===== src/rtl/cp0_timer_irq.sv =====
// cp0_timer_irq: MIPS CP0 with SR/Cause/EPC/PRId/BadVAddr and interrupt arbitration.
// Define CP0_TIMER_EN to build in the Count/Compare timer (regs 9/11, Cause.TI).
module cp0_timer_irq #(
    parameter int unsigned NUM_HWINT  = 6,
    parameter logic [31:0] PRID_VAL   = 32'h2001_1119,
    parameter int unsigned TIMER_LINE = 5,
    parameter int unsigned TIMER_DIV  = 1
) (
    input  logic                 clk,
    input  logic                 reset,
    input  logic [NUM_HWINT-1:0] hwint,
    input  logic [4:0]           exc_code,
    input  logic [31:0]          exc_pc,
    input  logic                 exc_bd,
    input  logic [31:0]          exc_badvaddr,
    input  logic                 eret,
    input  logic                 we,
    input  logic [4:0]           waddr,
    input  logic [31:0]          wdata,
    input  logic [4:0]           raddr,
    output logic [31:0]          rdata,
    output logic                 int_req,
    output logic [31:0]          epc_out,
    output logic                 exl_out
);

    logic [5:0]  sr_im;
    logic        sr_exl;
    logic        sr_ie;
    logic        cause_bd;
    logic [5:0]  cause_ip;
    logic [4:0]  cause_exc;
    logic [31:0] epc;
    logic [31:0] badvaddr;
    logic        ti;
    logic [5:0]  ip_now;
    logic        irq_pend;
    logic        exc_pend;
    logic        wr_ok;
    logic [31:0] epc_base;
    logic [31:0] count_rd;
    logic [31:0] compare_rd;
    logic        unused_bits;

    assign ip_now   = 6'(hwint) | (6'(ti) << TIMER_LINE);
    assign irq_pend = sr_ie & ~sr_exl & (|(sr_im & ip_now));
    assign exc_pend = (exc_code != 5'd0) & ~sr_exl;
    assign int_req  = irq_pend | exc_pend;
    assign wr_ok    = we & ~int_req & ~eret;
    assign epc_base = {exc_pc[31:2], 2'b00};
    assign epc_out  = epc;
    assign exl_out  = sr_exl;
    assign unused_bits = ^exc_pc[1:0];

    always_ff @(posedge clk) begin
        if (reset) begin
            sr_im     <= 6'h3f;
            sr_exl    <= 1'b0;
            sr_ie     <= 1'b1;
            cause_bd  <= 1'b0;
            cause_ip  <= 6'd0;
            cause_exc <= 5'd0;
            epc       <= 32'd0;
            badvaddr  <= 32'd0;
        end else begin
            cause_ip <= ip_now;
            if (int_req) begin
                epc       <= exc_bd ? epc_base - 32'd4 : epc_base;
                cause_bd  <= exc_bd;
                sr_exl    <= 1'b1;
                cause_exc <= irq_pend ? 5'd0 : exc_code;
                // BadVAddr only tracks address-error exceptions
                if (!irq_pend && (exc_code == 5'd4 || exc_code == 5'd5))
                    badvaddr <= exc_badvaddr;
            end else if (eret) begin
                sr_exl <= 1'b0;
            end else if (wr_ok) begin
                case (waddr)
                    5'd12: begin
                        sr_im  <= wdata[15:10];
                        sr_exl <= wdata[1];
                        sr_ie  <= wdata[0];
                    end
                    5'd14:   epc <= wdata;
                    default: ;
                endcase
            end
        end
    end

`ifdef CP0_TIMER_EN
    localparam int unsigned PW = (TIMER_DIV > 1) ? $clog2(TIMER_DIV) : 1;

    logic [PW-1:0] presc;
    logic [31:0]   count;
    logic [31:0]   compare;
    logic          tick;
    logic          count_wr;
    logic          cmp_wr;
    logic          inc;

    assign tick     = (presc == PW'(TIMER_DIV - 1));
    assign count_wr = wr_ok & (waddr == 5'd9);
    assign cmp_wr   = wr_ok & (waddr == 5'd11);
    assign inc      = tick & ~count_wr;

    always_ff @(posedge clk) begin
        if (reset) begin
            presc   <= '0;
            count   <= 32'd0;
            compare <= 32'd0;
            ti      <= 1'b0;
        end else begin
            if (count_wr) begin
                count <= wdata;
                presc <= '0;
            end else begin
                presc <= tick ? '0 : presc + PW'(1);
                if (tick)
                    count <= count + 32'd1;
            end
            if (cmp_wr)
                compare <= wdata;
            // Compare write acknowledges the timer, even against a fresh match
            if (cmp_wr)
                ti <= 1'b0;
            else if (inc && count == compare)
                ti <= 1'b1;
        end
    end

    assign count_rd   = count;
    assign compare_rd = compare;
`else
    logic unused_timer_cfg;

    assign ti               = 1'b0;
    assign count_rd         = 32'd0;
    assign compare_rd       = 32'd0;
    assign unused_timer_cfg = ^TIMER_DIV;
`endif

    always_comb begin
        rdata = 32'd0;
        case (raddr)
            5'd8:    rdata = badvaddr;
            5'd9:    rdata = count_rd;
            5'd11:   rdata = compare_rd;
            5'd12:   rdata = {16'd0, sr_im, 8'd0, sr_exl, sr_ie};
            5'd13:   rdata = {cause_bd, ti, 14'd0, cause_ip, 3'd0, cause_exc, 2'd0};
            5'd14:   rdata = epc;
            5'd15:   rdata = PRID_VAL;
            default: rdata = 32'd0;
        endcase
    end

endmodule


===== config.mk =====
export PLATFORM = sky130hd
export DESIGN_NAME = cp0_timer_irq
export DESIGN_NICKNAME = d
export VERILOG_FILES = /design/src/rtl/cp0_timer_irq.sv
export SDC_FILE = /design/constraint.sdc
export NUM_CORES = 1
export LEC_CHECK = 0
export ABC_AREA = 1
export CAP_MARGIN = 20
export CORE_MARGIN = 2
export CORE_UTILIZATION = 30
export DETAILED_ROUTE_END_ITERATION = 10
export HOLD_SLACK_MARGIN = 0.02
export SLEW_MARGIN = 25
export SYNTH_ARGS = -nofsm -noshare
export SYNTH_HDL_FRONTEND = slang
export SYNTH_SLANG_ARGS = --single-unit

===== constraint.sdc =====
create_clock -name clk -period 1.5 [get_ports clk]
set_input_delay 0.225 -clock clk [delete_from_list [all_inputs] [get_ports clk]]
set_output_delay 0.225 -clock clk [all_outputs]
set_load 0.005 [all_outputs]

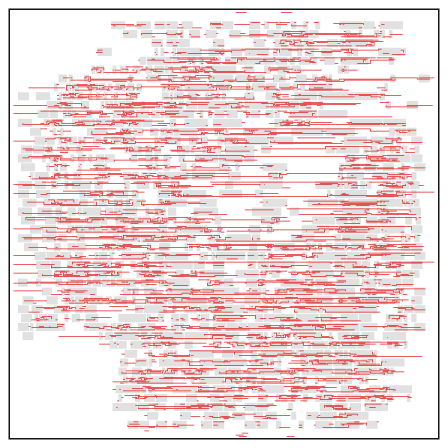
(run_1/met1.png)
The layer holds 45% of the routed length. The longest straight run is 65.5 um.
met1 Usage GRT: 0.298
Vias: 5907
final WL: 20400 um

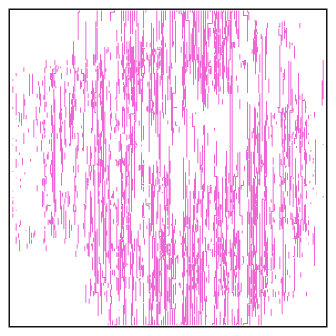
(run_1/met2.png)
The layer holds 48% of the routed length. The longest straight run is 61.9 um. The wires run mostly vertical.
met2 global-route usage: 0.362

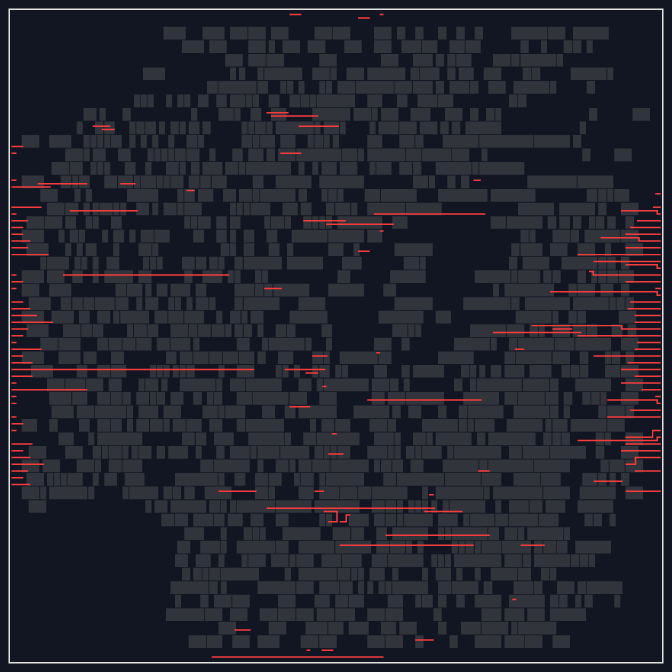
(run_1/met3.png)
115 nets have wire on it. The longest straight run is 48.5 um. The wires run mostly horizontal.
met3 Use GR: 0.0258

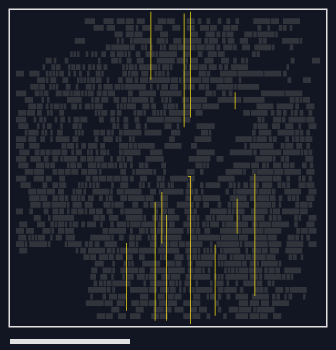
(run_1/met4.png)
The bar under the picture is 50 um long.
The layer carries 423 um of wire. The wires run mostly vertical.

==> out/qor.yml, run 1 <==
outcome: "finished, violations left"
violations: "setup timing"
antenna_cells: 0
fin_setup_tns_ps: -2240
yosysWarnings: 0
final_util: 0.586
critPathArrivalTime_ps: 1390
met2WireLength_um: 9810
clock_path_buffers: 2
crit_top_cell: "buf_4"
grt_pass1_wl_um: 29800
startpoint_type: "primary input"
powerDensity_nw_per_um2: 672
dr.pass1.iters: 4
wl_met3_um: 883
port_buffers: 185
worst_slack_ps: -118
ys_ff: 84
flop_area_um2: 1720
rsz0062_at_grt: "true"
syn-num-nets: 863
drc: 0
die_h_um: 131
worstSetupPathType: "in -> out"
antenna_left: 0
place.gp.congestion: 0.841
grt_pass1_vias: 5503
busiest_layer: "met2"
setup_viol: 36
synth_area_um2: 4850
drt_iter0_drc: 293
run 1: state kept, by name, summed over array words and instances, names as in the netlist:
name and count:
badvaddr 32, cause_ip 6, sr_ie 1, cause_bd 1, exl_out 1, epc_out 32
sr_im 6, cause_exc 5
run 1: metrics by stage:
step / worst slack (ps) / hold WS (ps) / area (um^2)
after detailed placement: -897 / 437 / 7690
after CTS: -158 / 232 / 8540
after global placement: -863 / 433 / 7690
final: -118 / 240 / 9280
after floorplan: 159 / 332 / 4850
after global routing: -175 / 259 / 9280
run 1: what timing repair did:
| item | in CTS | in global routing |
|---|---|---|
| endpoints found under the hold margin | 0 | 0 |
| pin swaps | 19 | 56 |
| gates cloned | 6 | 5 |
| setup buffers | 16 | 6 |
| gates resized | 303 | 215 |
| endpoints found under the setup margin | 74 | 121 |
run 1: cells by family after synthesis:
logic type | after synthesis | share of synthesized area
xor gates and xnor gates | 14 | 0.0253
AOI/OAI and AO/OA | 172 | 0.199
DFF | 84 | 0.347
and+or+nand+nor | 344 | 0.320
adders and majority gates | 1 | 0.00258
buffers and inverters | 125 | 0.107
run 1: final timing paths:
check                   start     endpoint  slack [ps]  cells after the start
hold / removal       hwint[1]  cause_ip[1]         240                      3
hold reg to reg   badvaddr[8]  badvaddr[8]         450                      2
setup / recovery     raddr[3]     rdata[0]        -120                     11
setup reg to reg     sr_im[1]     sr_im[2]         -60                     12
run 1: area by class of cell:
cell class | instances | area share
repair buffers | 320 | 0.341
clock buffers | 10 | 0.0258
well taps | 216 | 0.0291
flip-flops and latches | 84 | 0.186
multi-input cells | 531 | 0.367
repair inverters | 1 | 0.000944
inverters | 92 | 0.0428
clock inverters | 6 | 0.00688
run 1: synth_stat cells (all sizes together):
master / instances
o221ai: 2
o22ai: 3
dfxtp: 84
a221oi: 3
ha: 1
nand3: 34
xnor2: 7
a211oi: 2
nor2: 68
o21bai: 2
nor3: 6
clkinv: 1
o2111ai: 6
o21a: 1
and2: 1
nand2: 221
o21ai: 76
clkbuf: 18
or2: 1
inv: 91
o211ai: 3
nor4: 2
a31oi: 7
buf: 15
xor2: 7
nand4: 11
a21oi: 67
run 1: cells in the final DEF (no fill, tap or decap), types with 9 or more instances in the layout:
cell type        count
nand3_2             13
o21ai_1             24
o21ai_0             31
dlymetal6s2s_1      23
o21ai_2             21
nand2_1            154
dfxtp_1             55
buf_6               15
clkbuf_16           12
inv_1               77
dfxtp_2             27
nand2_2             43
nor2_1              36
nand3_1             18
a21oi_1             48
buf_2               32
nor2_4              11
nand4_1             11
nand2_4             23
a21oi_2             17
buf_8                9
nor2_2              21
clkdlybuf4s50_1    106
inv_2               10
buf_4               95
dlygate4sd2_1       17
buf_12              15
run 1: report_power, final:
| part | switching (mW) | internal, mW | total [mW] |
|---|---|---|---|
| Clock | 0.929 | 1.33 | 2.26 |
| Sequential | 0.106 | 2.33 | 2.44 |
| Combinational | 0.685 | 0.847 | 1.53 |
| Total | 1.72 | 4.51 | 6.23 |
run 1: tightest hold or removal path: stages:
cell and delay, ps:
dlygate4sd2_1 210, inv_1 40, nor2_1 60
## Run 2: what changed since run 1
Settings changed: CORE_ASPECT_RATIO set to 0.6.
==> run 2 against run 1 <==
Compared with the run above: the flow still finishes with violations (setup timing); hold slack got worse by 91 ps; final cell count rose by 0.16%; sequential share of layout area fell by 0.32 points; non-clock buffer count rose by 15; synthesized area did not move; synthesized cell count did not move; via count rose by 5.9%; power rose by 4.0%; clock skew rose by 3.1 ps; maximum frequency fell by 2.3%; critical path type is now reg -> reg; critical endpoint is now badvaddr[0]; largest power group unchanged; highest routed layer unchanged.
==> out/qor.yml, run 2 <==
powerDensity_nw_per_um2: 681  # was 672 nW/um^2
die_h_um: 102  # was 131 um
drt_iter0_drc: 393  # was 293
antenna_cells: 0  # unchanged
most_common_cell: "nand2_1"  # unchanged
fin_hold_ws_ps: 149  # was 240 ps
fin_crit_ps: 1660  # was 1620 ps
max_freq_mhz: 604  # was 618 MHz
lay_top_cells: "nand2_1 (150), clkdlybuf4s50_1 (121), buf_4 (104), inv_1 (78), dfxtp_1 (55)"  # was nand2_1 (154), clkdlybuf4s50_1 (106), buf_4 (95), inv_1 (77), dfxtp_1 (55)
violations: "setup timing"  # unchanged
dp.cells: 1201  # was 1214
setup_viol: 90  # was 36
cts-root-buf: "clkbuf_16"  # unchanged
grt_pass1_vias: 5924  # was 5503
synthTopCellsByCount: "nand2_1 (215), dfxtp_1 (84), inv_1 (82), o21ai_0 (71), a21oi_1 (61)"  # unchanged
drc: 0  # unchanged
chipArea_um2: 17200  # about the same
min_period_over_period: 1.10  # was 1.08
outcome: "finished, violations left"  # unchanged
yosysWarnings: 0  # unchanged
synth_area_um2: 4850  # unchanged
port_buffers: 185  # unchanged
worstSetupPathType: "reg -> reg"  # was in -> out
track_usage: 0.248  # was 0.219
flop_area_um2: 1740  # was 1720 um^2
worst_slack_ps: -155  # was -118 ps
grt_pass1_wl_um: 32300  # was 29800 um
async_flop_share: 0  # unchanged
crit_top_cell: "nand2_1"  # was buf_4
antenna_left: 0  # unchanged
dr.pass1.iters: 5  # was 4
layout_top_cell: "nand2_1"  # unchanged
place.gp.congestion: 0.895  # was 0.841
crit_path_max_fanout: 15  # was 2
syn-num-nets: 863  # unchanged
critPathArrivalTime_ps: 1880  # was 1390 ps
fin_setup_tns_ps: -7950  # was -2240 ps
startpoint_type: "flop"  # was primary input
syn_inst: 740  # unchanged
edf_count: 0  # unchanged
path_clk_slew_ps: 60  # was 70 ps
ys_ff: 84  # unchanged
clock_path_buffers: 2  # unchanged
==> run 2: per-stage QoR <==
step	cell area (um^2)	setup WS (ps)	total power, mW	util
2_1_floorplan	4850	159	2.85	-
3_3_place_gp	7680	-899	3.73	0.492
3_5_place_dp	7680	-915	3.73	0.492
4_1_cts	8650	-151	6.28	0.555
5_1_grt	9520	-245	6.73	0.611
6_report	9520	-155	6.48	0.611
==> run 2: routing by layer <==
layer / wire length, um / GRT usage / vias up / share of wire
met5: 0 / 0 / - / 0
met4: 238 / 0.0365 / 0 / 0.010
met3: 2010 / 0.0651 / 16 / 0.088
met2: 9730 / 0.389 / 265 / 0.42
met1: 11000 / 0.350 / 2937 / 0.48
li1: - / - / 3039 / -
==> run 2: layout make-up <==
type	count	area share
clock buffers	10	0.0240
inverters	92	0.0399
multi-input cells	531	0.360
well taps	203	0.0267
repair buffers	335	0.356
repair inverters	2	0.00237
clock inverters	5	0.00815
flip-flops and latches	84	0.183
==> run 2: logic make-up after synthesis <==
kind of cell	count (synthesis)	share of synthesized area
AOI/OAI and AO/OA	172	0.199
xor gates and xnor gates	14	0.0253
DFF	84	0.347
adders and majority gates	1	0.00258
and+or+nand+nor	344	0.320
buffers and inverters	125	0.107
==> run 2: worst max-delay path, delay by kind of cell (launching register included) <==
family                 cells  cell delay (ps)
AND-OR/OR-AND              3              360
flip-flops                 1              320
AND/OR/NAND/NOR            5              450
buffers and inverters      2              400
==> run 2: final timing paths <==
check	from	to	slack (ps)	cells past startpoint
max	sr_im[2]	badvaddr[0]	-160	10
min reg2reg	badvaddr[4]	badvaddr[4]	460	2
max reg2reg	sr_im[2]	badvaddr[0]	-160	10
min	hwint[2]	cause_ip[2]	150	3
==> run 2: repair_timing <==
item | CTS | global route
gates resized | 320 | 187
setup buffers | 19 | 13
hold buffers | 0 | 0
setup endpoints to repair | 100 | 119
pin swaps | 31 | 50
gates cloned | 9 | 8
==> run 2: report_power, final <==
part | switching, mW | internal (mW) | leakage, nW
Sequential | 0.110 | 2.33 | 0.695
Combinational | 0.750 | 0.915 | 3.41
Clock | 0.931 | 1.45 | 0.148
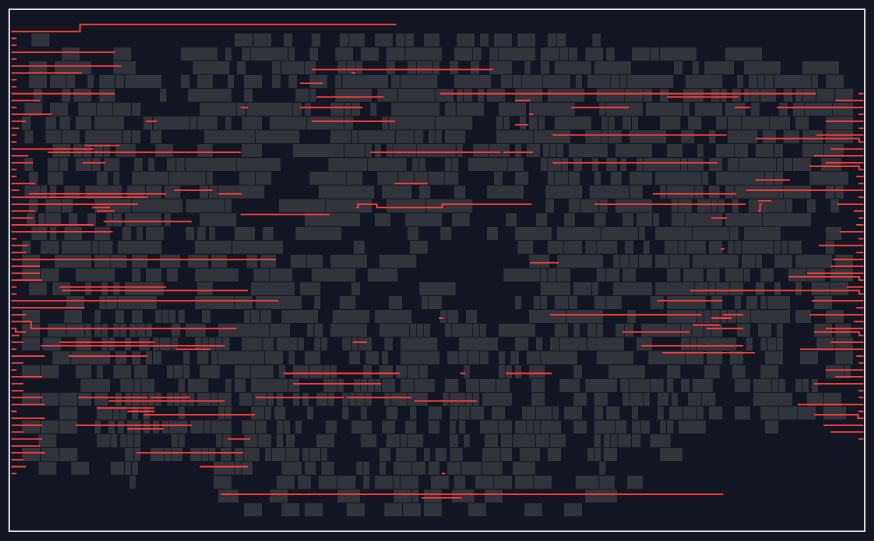
(run_2/met3.png)
The layer holds 8.8% of the routed length. The layer carries 2010 um of wire. The longest straight run is 98.7 um. 178 nets have wire on it.
final WL: 23000 um
met3 Use GR: 0.0651
Vias: 6257

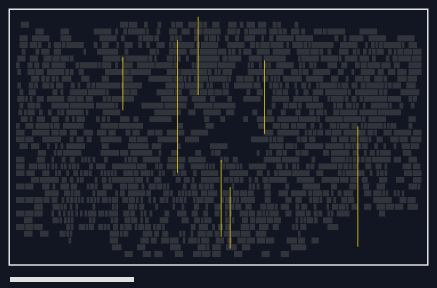
(run_2/met4.png)
The bar under the picture is 50 um long.
The layer holds 1.0% of the routed length. 6 nets have wire on it. The longest straight run is 53.0 um. The layer carries 238 um of wire. The wires run mostly vertical.

## Run 3: what changed since run 2
Settings changed: CTS_CLUSTER_SIZE set to 14.
==> run 3 against run 2 <==
Compared with the run above: the flow still finishes with violations (setup timing); combinational power barely moved; maximum frequency did not move; non-clock buffer count did not move; sequential power barely moved; synthesized area did not move; setup slack did not move; clock skew did not move; die size did not move; largest power group unchanged.
==> out/qor.yml, run 3 <==
crit_path_max_fanout: 15  # unchanged
chipArea_um2: 17200  # unchanged
max_freq_mhz: 604  # unchanged
syn-num-nets: 863  # unchanged
preCtsSetupSlack_ps: -915  # unchanged
fin_crit_ps: 1660  # unchanged
grt_pass1_vias: 5924  # unchanged
synth_area_um2: 4850  # unchanged
dp.cells: 1201  # unchanged
critPathArrivalTime_ps: 1880  # about the same
min_period_over_period: 1.10  # unchanged
die_h_um: 102  # unchanged
cts-root-buf: "clkbuf_16"  # unchanged
worstSetupPathType: "reg -> reg"  # unchanged
clk_latency_ps: 340  # about the same
synthFlopType: "dfxtp_1"  # unchanged
setup_viol: 90  # unchanged
drc: 0  # unchanged
clock_path_buffers: 2  # unchanged
port_buffers: 185  # unchanged
clock_skew_ps: 11.5  # unchanged
vias: 6257  # unchanged
gr-total-overflow: 0  # unchanged
ys_ff: 84  # unchanged
dr.pass1.iters: 5  # unchanged
outcome: "finished, violations left"  # unchanged
antenna_cells: 0  # unchanged
routed_wl_um: 23000  # unchanged
placed_area_um2: 7680  # unchanged
layout_top_cell: "nand2_1"  # unchanged
rsz0062_at_grt: "true"  # unchanged
worst_slack_ps: -155  # unchanged
postCtsHoldBufs: 0  # unchanged
post-route-cell-area_um2: 9520  # unchanged
syn_inst: 740  # unchanged
grt_pass1_wl_um: 32300  # unchanged
violations: "setup timing"  # unchanged
place.gp.congestion: 0.895  # unchanged
drt_iter0_drc: 393  # unchanged
synthTopCellsByCount: "nand2_1 (215), dfxtp_1 (84), inv_1 (82), o21ai_0 (71), a21oi_1 (61)"  # unchanged
edf_count: 0  # unchanged
yosysWarnings: 0  # unchanged
most_common_cell: "nand2_1"  # unchanged
path_clk_slew_ps: 60  # about the same
antenna_found_initial: 0  # unchanged
-- run 3: final cells by class --
class / count / area, um^2 / share of cell area
multi-input combinational: 531 / 3430 / 0.360
inverter: 92 / 380 / 0.0399
clock buffer: 10 / 229 / 0.0240
timing repair buffer: 335 / 3390 / 0.356
sequential: 84 / 1740 / 0.183
clock inverter: 5 / 77.6 / 0.00815
tap: 203 / 254 / 0.0267
timing repair inverter: 2 / 22.5 / 0.00237
-- run 3: path summary, 6_finish.rpt --
| path | start | slack [ps] | cells after the start | to |
|---|---|---|---|---|
| setup reg to reg | sr_im[2] | -160 | 10 | badvaddr[0] |
| hold reg to reg | badvaddr[4] | 460 | 2 | badvaddr[4] |
| hold / removal | hwint[2] | 150 | 3 | cause_ip[2] |
| setup / recovery | sr_im[2] | -160 | 10 | badvaddr[0] |
-- run 3: per-stage QoR --
| step | utilization | total power [mW] | hold slack [ps] | TNS [ps] |
|---|---|---|---|---|
| after floorplan | - | 2.85 | 332 | 0 |
| after global placement | 0.492 | 3.73 | 437 | -56960 |
| after detailed placement | 0.492 | 3.73 | 437 | -56300 |
| after CTS | 0.555 | 6.28 | 247 | -5230 |
| after global routing | 0.611 | 6.73 | 155 | -14650 |
| final | 0.611 | 6.48 | 149 | -7950 |
-- run 3: critical path: stages, from the launching register on --
cell and delay (ps):
dfxtp_2 320, nand2_1 50, nand2_1 70, a21oi_2 130, nand2_2 100, buf_4 150
nand2_4 60, nand3_4 170, clkbuf_16 250, o21ai_0 170, a21oi_1 60
-- run 3: timing repair --
item	CTS	global route
setup buffers	19	13
endpoints found under the setup margin	100	119
gates cloned	9	8
pin swaps	31	50
resized	320	187
-- run 3: routing by layer --
layer | vias to the layer above | GRT usage | wire, um
met1 | 2937 | 0.350 | 11000
met3 | 16 | 0.0651 | 2010
met5 | - | 0 | 0
met2 | 265 | 0.389 | 9730
li1 | 3039 | - | -
met4 | 0 | 0.0365 | 238
-- run 3: power by group --
group,internal [mW],total [mW],switching (mW)
Clock,1.45,2.38,0.931
Combinational,0.915,1.67,0.750
Sequential,2.33,2.44,0.110
Total,4.69,6.48,1.79
-- run 3: cells by family after synthesis --
group,Yosys count,synth area share
and+or+nand+nor,344,0.320
xor gates and xnor gates,14,0.0253
DFF,84,0.347
adders and majority gates,1,0.00258
AOI/OAI and AO/OA,172,0.199
buffers and inverters,125,0.107
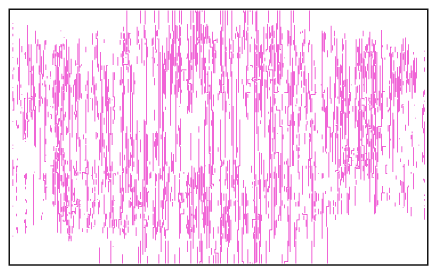
(run_3/met2.png)
996 nets have wire on it. The layer carries 9730 um of wire. The layer holds 42% of the routed length. The wires run mostly vertical.
met2 global-route usage: 0.389

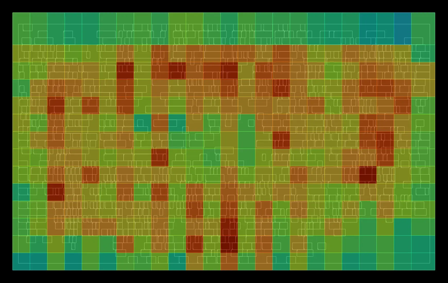
(run_3/final_congestion.png)
layer with the highest usage: met2
gr usage total: 0.248

Power and IR drop assume default switching activity.
